## src/rtl/mc_ctrl_if.sv

```systemverilog
// Extension-unit handshake bundle: mc_ctrl_fsm drives the master side,
// the extension units (FPU, multiplier, ...) sit on the slave side.
interface mc_ctrl_if #(
    parameter int unsigned XU_COUNT = 2
);
    logic [XU_COUNT-1:0] xu_start;
    logic [2:0]          xu_sel;
    logic [XU_COUNT-1:0] xu_done;
    logic [3:0]          xu_flags;

    modport master (output xu_start, output xu_sel, input xu_done, input xu_flags);
    modport slave  (input xu_start, input xu_sel, output xu_done, output xu_flags);
endinterface

```

## src/rtl/mc_ctrl_fsm.sv

```systemverilog
// Multicycle control unit: instruction decode, NZCV flags/condition check and
// extension-unit handshake. Define MC_CTRL_XU_TIMEOUT_EN to enable the XUWAIT abort.
module mc_ctrl_fsm #(
    parameter int unsigned XU_COUNT   = 2,
    parameter int unsigned XU_TIMEOUT = 255
) (
    input  logic        clk,
    input  logic        reset,
    input  logic [31:0] Instr,
    input  logic [3:0]  ALUFlags,
    mc_ctrl_if.master   xu,
    output logic        PCWrite,
    output logic        MemWrite,
    output logic        RegWrite,
    output logic        IRWrite,
    output logic        AdrSrc,
    output logic [1:0]  ALUSrcA,
    output logic [1:0]  ALUSrcB,
    output logic [1:0]  ResultSrc,
    output logic [1:0]  ImmSrc,
    output logic [3:0]  ALUControl,
    output logic [3:0]  Flags,
    output logic        undef_instr,
    output logic        xu_timeout
);

    typedef enum logic [3:0] {
        FETCH, DECODE, EXECR, EXECI, ALUWB, MEMADR, MEMRD, MEMWB,
        MEMWR, BRANCH, XUSTART, XUWAIT, XUWB
    } state_t;

    state_t state, state_next;
    logic [3:0] flags_q;
    logic       flags_from_alu, flags_from_xu;
    logic       cond_ok, idx_ok, done_sel, cnt_expired;

    logic [3:0] cond;
    logic [1:0] op;
    logic [3:0] cmd;
    logic [2:0] idx;
    logic       i_bit, s_bit, u_bit;
    logic [XU_COUNT-1:0] idx_onehot;
    logic       unused_instr;

    assign cond         = Instr[31:28];
    assign op           = Instr[27:26];
    assign i_bit        = Instr[25];
    assign cmd          = Instr[24:21];
    assign u_bit        = Instr[23];
    assign idx          = Instr[23:21];
    assign s_bit        = Instr[20];
    assign unused_instr = ^Instr[19:0];

    assign idx_onehot = XU_COUNT'(1) << idx;
    assign idx_ok     = {29'd0, idx} < XU_COUNT;
    assign done_sel   = |(xu.xu_done & idx_onehot);

    // Flags are NZCV: [3]=N [2]=Z [1]=C [0]=V
    always_comb begin
        cond_ok = 1'b0;
        case (cond)
            4'b0000: cond_ok = flags_q[2];
            4'b0001: cond_ok = !flags_q[2];
            4'b0010: cond_ok = flags_q[1];
            4'b0011: cond_ok = !flags_q[1];
            4'b0100: cond_ok = flags_q[3];
            4'b0101: cond_ok = !flags_q[3];
            4'b0110: cond_ok = flags_q[0];
            4'b0111: cond_ok = !flags_q[0];
            4'b1000: cond_ok = flags_q[1] && !flags_q[2];
            4'b1001: cond_ok = !flags_q[1] || flags_q[2];
            4'b1010: cond_ok = (flags_q[3] == flags_q[0]);
            4'b1011: cond_ok = (flags_q[3] != flags_q[0]);
            4'b1100: cond_ok = !flags_q[2] && (flags_q[3] == flags_q[0]);
            4'b1101: cond_ok = flags_q[2] || (flags_q[3] != flags_q[0]);
            4'b1110: cond_ok = 1'b1;
            default: cond_ok = 1'b0;
        endcase
    end

`ifdef MC_CTRL_XU_TIMEOUT_EN
    localparam int unsigned CNT_W = $clog2(XU_TIMEOUT + 1);
    logic [CNT_W-1:0] xu_cnt;

    always_ff @(posedge clk) begin
        if (!reset)
            xu_cnt <= '0;
        else if (state == XUSTART)
            xu_cnt <= '0;
        else if (state == XUWAIT && !done_sel)
            xu_cnt <= xu_cnt + CNT_W'(1);
    end

    assign cnt_expired = (xu_cnt == CNT_W'(XU_TIMEOUT));
`else
    logic unused_timeout;
    assign unused_timeout = (XU_TIMEOUT == 0);
    assign cnt_expired    = 1'b0;
`endif

    always_ff @(posedge clk) begin
        if (!reset) begin
            state   <= FETCH;
            flags_q <= '0;
        end else begin
            state <= state_next;
            if (flags_from_alu)
                flags_q <= ALUFlags;
            else if (flags_from_xu)
                flags_q <= xu.xu_flags;
        end
    end

    always_comb begin
        state_next     = state;
        PCWrite        = 1'b0;
        MemWrite       = 1'b0;
        RegWrite       = 1'b0;
        IRWrite        = 1'b0;
        AdrSrc         = 1'b0;
        ALUSrcA        = 2'b00;
        ALUSrcB        = 2'b00;
        ResultSrc      = 2'b00;
        ALUControl     = 4'b0100;
        ImmSrc         = op;
        Flags          = flags_q;
        undef_instr    = 1'b0;
        xu_timeout     = 1'b0;
        xu.xu_start    = '0;
        xu.xu_sel      = idx;
        flags_from_alu = 1'b0;
        flags_from_xu  = 1'b0;

        case (state)
            FETCH: begin
                IRWrite    = 1'b1;
                PCWrite    = 1'b1;
                ALUSrcA    = 2'b01;
                ALUSrcB    = 2'b10;
                ResultSrc  = 2'b10;
                state_next = DECODE;
            end
            DECODE: begin
                ALUSrcA = 2'b01;
                ALUSrcB = 2'b10;
                if (!cond_ok)
                    state_next = FETCH;
                else begin
                    case (op)
                        2'b00:   state_next = i_bit ? EXECI : EXECR;
                        2'b01:   state_next = MEMADR;
                        2'b10:   state_next = BRANCH;
                        default: begin
                            if (idx_ok)
                                state_next = XUSTART;
                            else begin
                                undef_instr = 1'b1;
                                state_next  = FETCH;
                            end
                        end
                    endcase
                end
            end
            EXECR, EXECI: begin
                ALUSrcB        = (state == EXECI) ? 2'b01 : 2'b00;
                ALUControl     = cmd;
                flags_from_alu = s_bit;
                // TST/TEQ/CMP/CMN only set flags
                state_next     = (cmd[3:2] == 2'b10) ? FETCH : ALUWB;
            end
            ALUWB: begin
                RegWrite   = 1'b1;
                state_next = FETCH;
            end
            MEMADR: begin
                ALUSrcB    = 2'b01;
                ALUControl = u_bit ? 4'b0100 : 4'b0010;
                state_next = s_bit ? MEMRD : MEMWR;
            end
            MEMRD: begin
                AdrSrc     = 1'b1;
                state_next = MEMWB;
            end
            MEMWB: begin
                RegWrite   = 1'b1;
                ResultSrc  = 2'b01;
                state_next = FETCH;
            end
            MEMWR: begin
                AdrSrc     = 1'b1;
                MemWrite   = 1'b1;
                state_next = FETCH;
            end
            BRANCH: begin
                ALUSrcA    = 2'b01;
                ALUSrcB    = 2'b01;
                ResultSrc  = 2'b10;
                PCWrite    = 1'b1;
                state_next = FETCH;
            end
            XUSTART: begin
                xu.xu_start = idx_onehot;
                state_next  = XUWAIT;
            end
            XUWAIT: begin
                if (done_sel)
                    state_next = XUWB;
                else if (cnt_expired) begin
                    xu_timeout = 1'b1;
                    state_next = FETCH;
                end
            end
            XUWB: begin
                RegWrite      = 1'b1;
                ResultSrc     = 2'b11;
                flags_from_xu = s_bit;
                state_next    = FETCH;
            end
            default: state_next = FETCH;
        endcase

        // Reset overrides every output and blocks any register update
        if (!reset) begin
            PCWrite        = 1'b0;
            MemWrite       = 1'b0;
            RegWrite       = 1'b0;
            IRWrite        = 1'b0;
            AdrSrc         = 1'b0;
            ALUSrcA        = 2'b00;
            ALUSrcB        = 2'b00;
            ResultSrc      = 2'b00;
            ALUControl     = 4'b0000;
            ImmSrc         = 2'b00;
            Flags          = 4'b0000;
            undef_instr    = 1'b0;
            xu_timeout     = 1'b0;
            xu.xu_start    = '0;
            xu.xu_sel      = 3'b000;
            flags_from_alu = 1'b0;
            flags_from_xu  = 1'b0;
            state_next     = FETCH;
        end
    end

endmodule

```

## src/flat_wrapper.sv

```systemverilog
// flat-port wrapper written by rule: the top's interface ports become plain ports
module mc_ctrl_fsm_flat 
#(
    parameter int unsigned XU_COUNT   = 2,
    parameter int unsigned XU_TIMEOUT = 255
)
  (clk, reset, Instr, ALUFlags, PCWrite, MemWrite, RegWrite, IRWrite, AdrSrc, ALUSrcA, ALUSrcB, ResultSrc, ImmSrc, ALUControl, Flags, undef_instr, xu_timeout, xu_xu_start, xu_xu_sel, xu_xu_done, xu_xu_flags);
  mc_ctrl_if #(.XU_COUNT(XU_COUNT)) xu_i ();
  input  logic clk;
  input  logic reset;
  input  logic [31:0] Instr;
  input  logic [3:0] ALUFlags;
  output logic PCWrite;
  output logic MemWrite;
  output logic RegWrite;
  output logic IRWrite;
  output logic AdrSrc;
  output logic [1:0] ALUSrcA;
  output logic [1:0] ALUSrcB;
  output logic [1:0] ResultSrc;
  output logic [1:0] ImmSrc;
  output logic [3:0] ALUControl;
  output logic [3:0] Flags;
  output logic undef_instr;
  output logic xu_timeout;
  output wire logic [$bits(xu_i.xu_start)-1:0] xu_xu_start;
  output wire logic [$bits(xu_i.xu_sel)-1:0] xu_xu_sel;
  input wire logic [$bits(xu_i.xu_done)-1:0] xu_xu_done;
  input wire logic [$bits(xu_i.xu_flags)-1:0] xu_xu_flags;
  assign xu_xu_start = xu_i.xu_start;
  assign xu_xu_sel = xu_i.xu_sel;
  assign xu_i.xu_done = xu_xu_done;
  assign xu_i.xu_flags = xu_xu_flags;
  mc_ctrl_fsm #(.XU_COUNT(XU_COUNT), .XU_TIMEOUT(XU_TIMEOUT)) u_core (.clk(clk), .reset(reset), .Instr(Instr), .ALUFlags(ALUFlags), .xu(xu_i), .PCWrite(PCWrite), .MemWrite(MemWrite), .RegWrite(RegWrite), .IRWrite(IRWrite), .AdrSrc(AdrSrc), .ALUSrcA(ALUSrcA), .ALUSrcB(ALUSrcB), .ResultSrc(ResultSrc), .ImmSrc(ImmSrc), .ALUControl(ALUControl), .Flags(Flags), .undef_instr(undef_instr), .xu_timeout(xu_timeout));
endmodule
```

## config.mk

```make
export PLATFORM = sky130hd
export DESIGN_NAME = mc_ctrl_fsm_flat
export DESIGN_NICKNAME = d
export VERILOG_FILES = /design/src/rtl/mc_ctrl_if.sv /design/src/rtl/mc_ctrl_fsm.sv /design/src/flat_wrapper.sv
export SDC_FILE = /design/constraint.sdc
export NUM_CORES = 1
export LEC_CHECK = 0
export CELL_PAD_IN_SITES_DETAIL_PLACEMENT = 0
export CELL_PAD_IN_SITES_GLOBAL_PLACEMENT = 1
export CORE_ASPECT_RATIO = 2
export CORE_MARGIN = 5
export CORE_UTILIZATION = 27
export CTS_BUF_LIST = sky130_fd_sc_hd__clkbuf_4
export DETAILED_ROUTE_END_ITERATION = 6
export GPL_ROUTABILITY_DRIVEN = 0
export GPL_TIMING_DRIVEN = 1
export HOLD_SLACK_MARGIN = 0.08
export PLACE_DENSITY = 0.87
export SYNTH_ARGS = -nofsm -noshare
export SYNTH_HDL_FRONTEND = slang
export SYNTH_SLANG_ARGS = --single-unit
export TNS_END_PERCENT = 1
```

## constraint.sdc

```tcl
create_clock -name clk -period 3.2 [get_ports clk]
set_clock_uncertainty 0.05 [all_clocks]
set_input_delay 0.8 -clock clk [delete_from_list [all_inputs] [get_ports clk]]
set_output_delay 0.8 -clock clk [all_outputs]
set_load 0.1 [all_outputs]
```

==> images/clock_map.png <==
Drawn at 8 px/µm.
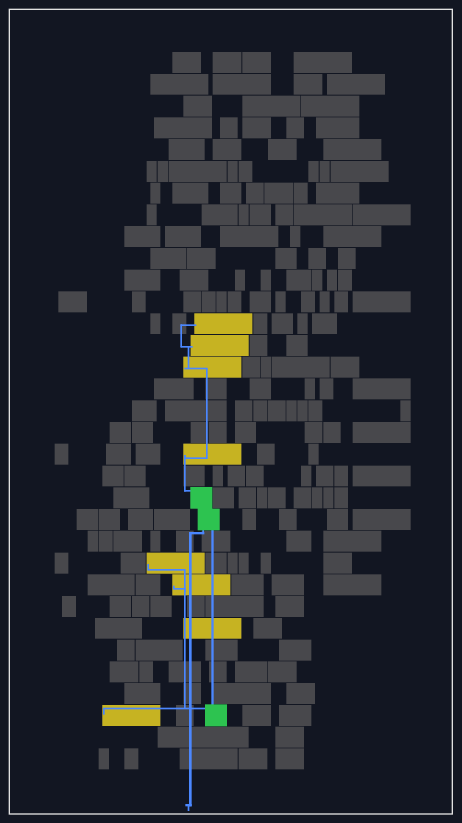
flip-flops: shown in yellow, count 8. cells driving clock nets: shown in green, count 3. clock wires: shown in blue, length 139 µm.
There are 4 routed clock nets.

==> images/final_placement.png <==
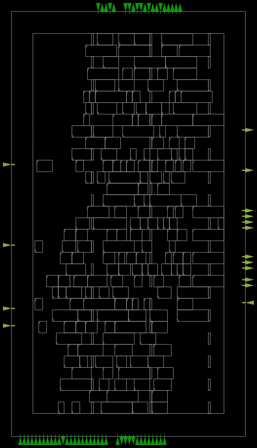
tally of filler cells in the layout: 421
area of the core: 0.00405 mm²

==> images/cell_classes.png <==
Drawn at 4 px/µm. Fill, decap, tap and diode cells in grey.
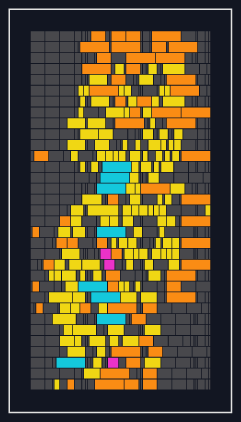
all other logic: shown in yellow, cells 133, share of their area 49%. cells driving clock nets: shown in magenta, cells 3, share of their area 1.2%. other buffers and delay cells: shown in orange, cells 60, share of their area 42%. flip-flops: shown in cyan, cells 8, share of their area 8.2%.

==> images/metal_stack.png <==
Drawn at 4 px/µm. Only two layers are drawn.
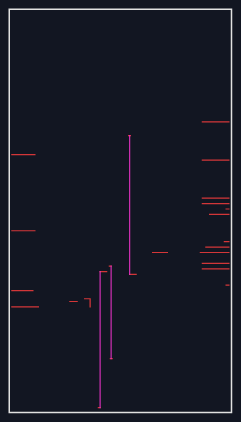
met3: shown in red, wire length 96.8 µm. met4: shown in magenta, wire length 91.8 µm.

==> images/pdn.png <==
Drawn at 4 px/µm. Pins as bars on the die edge.
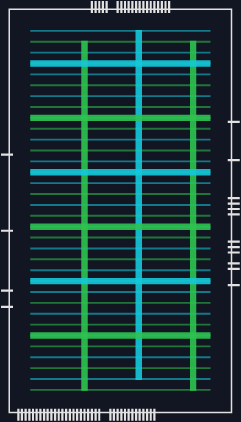
VSS: shown in green. VDD: shown in cyan.
72 signal pins sit on the boundary. 34 met1 rails follow the rows.

==> results.txt <==
Implementation numbers.

- The class of the tightest hold or removal check reads register to register.
- Routing resource usage on met2 recorded by global route was 0.267.
- The total routed wirelength is 3.49 mm.
- The class of the most critical setup path is input pin to primary output.
- The slew at the pin closest to its max-slew limit reads 0.518 ns.
- The top cell type's share of synthesized area reads 0.145.
- The design area reads around 0.002 mm².
- STA classifies the critical path startpoint as an input pin.
- The pre-antenna-repair detailed-routing pass consisted of 4 iterations.
- On met1, the global router reports a usage of 0.111.
- The portion of total power attributed to the clock network reads 0.156.
- In the global route stage, overall resource usage came out at 0.126.
- The sequential-to-total area share from yosys stat is 0.145.
- The power after layout is 0.000497 W.
- The remaining antenna violation count is 0.
- The fraction of final layout cells with drive strength greater than 1 reads 0.333.
- The highest clock rate this design can be run at is 327 MHz.
- After global routing, the most crowded layer is met2.
- The run finished with clean final reports.
- Prior to clock tree synthesis, the placed netlist has a worst setup slack of -0.329 ns.
- The combinational power share is 0.617.
- Hold is met by 0.705 ns.
- The total clock network power reads ~0.000078 W.
- The final setup violation count reads 0.
- The family of cells with the greatest summed delay on the critical path is buffers and inverters.
- The number of buffers added by the clock tree synthesis step is 3.
- The floorplan die height is around 100 µm.
- The portion of the clock cycle consumed by the worst path in the final layout reads 0.957.
- The cell taking the most area after synthesis reads dfxtp_1.
- The TritonCTS clock tree reads built.
- The clock insertion delay at the later pin of the skew report is 0.25 ns.
- The number of warnings the tools reported reads 51.
- The number of H-tree branching levels reads 1.
- The clock transition at the registers of the reported paths reads 0.05 ns.
- The endpoint kind of the worst setup timing path is a primary output.
- The site row count is 33.
- The leakage component of the power was reported as 0.803 nW.
- The standard cell area after detailed placement is about 0.0020 mm².
- The count of vias placed by the detailed router is ~1.3k.
- The critical-path cell with the highest stage delay is clkdlybuf4s50_1.
- The count of buffers inserted at the top-level ports reads 49.
- Data on the critical path is required at its endpoint by 2.35 ns.
- The net switching power of the design is 0.000231 W.
- Summing all multi-input logic gate instances after layout gives 926 µm².
- The share of power burned in registers reads 0.227.
- The end-of-flow core utilization is 0.498.
[layout make-up]
class / count / area share
well taps: 52 / 0.0323
multi-input cells: 126 / 0.460
clock buffers: 3 / 0.0112
repair buffers: 60 / 0.404
flip-flops and latches: 8 / 0.0796
inverters: 7 / 0.0131
[logic make-up (layout without fill, tap and decap cells)]
family / Yosys count / in the layout / share of synthesized area
AOI/OAI and AO/OA: 26 / 26 / 0.163
xor gates and xnor gates: 4 / 4 / 0.0318
adders and majority gates: 5 / 5 / 0.0567
buffers and inverters: 17 / 70 / 0.0748
DFF: 8 / 8 / 0.145
muxes: 14 / 14 / 0.136
other: 1 / 2 / 0.00340
and+or+nand+nor: 75 / 75 / 0.389
[metal layers]
layer / part of all wire / wire length (µm)
met4: 0.026 / 91
met5: 0 / 0
met3: 0.028 / 96
met2: 0.62 / 2170
met1: 0.32 / 1130
[synth_stat cells]
cell and count:
nand2_1 14, nor2_1 12, dfxtp_1 8, and2_1 7, and3_1 7, nor3_1 7, a21oi_1 6, buf_2 6
inv_1 6, mux2i_1 6, nor2b_1 6, a211oi_1 5, ha_1 5, mux2_1 4, mux2_2 4, nand3b_1 4
o21ai_0 4, buf_4 3, o21ai_1 3, or2_2 3, xnor2_1 3, nand2b_1 2, nor2_2 2, nor3b_1 2
nor4b_1 2, nor4bb_1 2, o22ai_1 2, a22oi_2 1, a31o_2 1, a31oi_1 1, and3b_1 1, and4bb_1 1
clkbuf_1 1, clkinv_1 1, conb_1 1, nand2b_2 1, nor4_1 1, o311ai_1 1, o31ai_1 1, o31ai_4 1
or3b_1 1, xor2_1 1
[state kept, by name (all words and copies together) (netlist names)]
register        count
u_core.state        4
u_core.flags_q      4
No activity file was given, so power comes from the tool's default toggle rates.
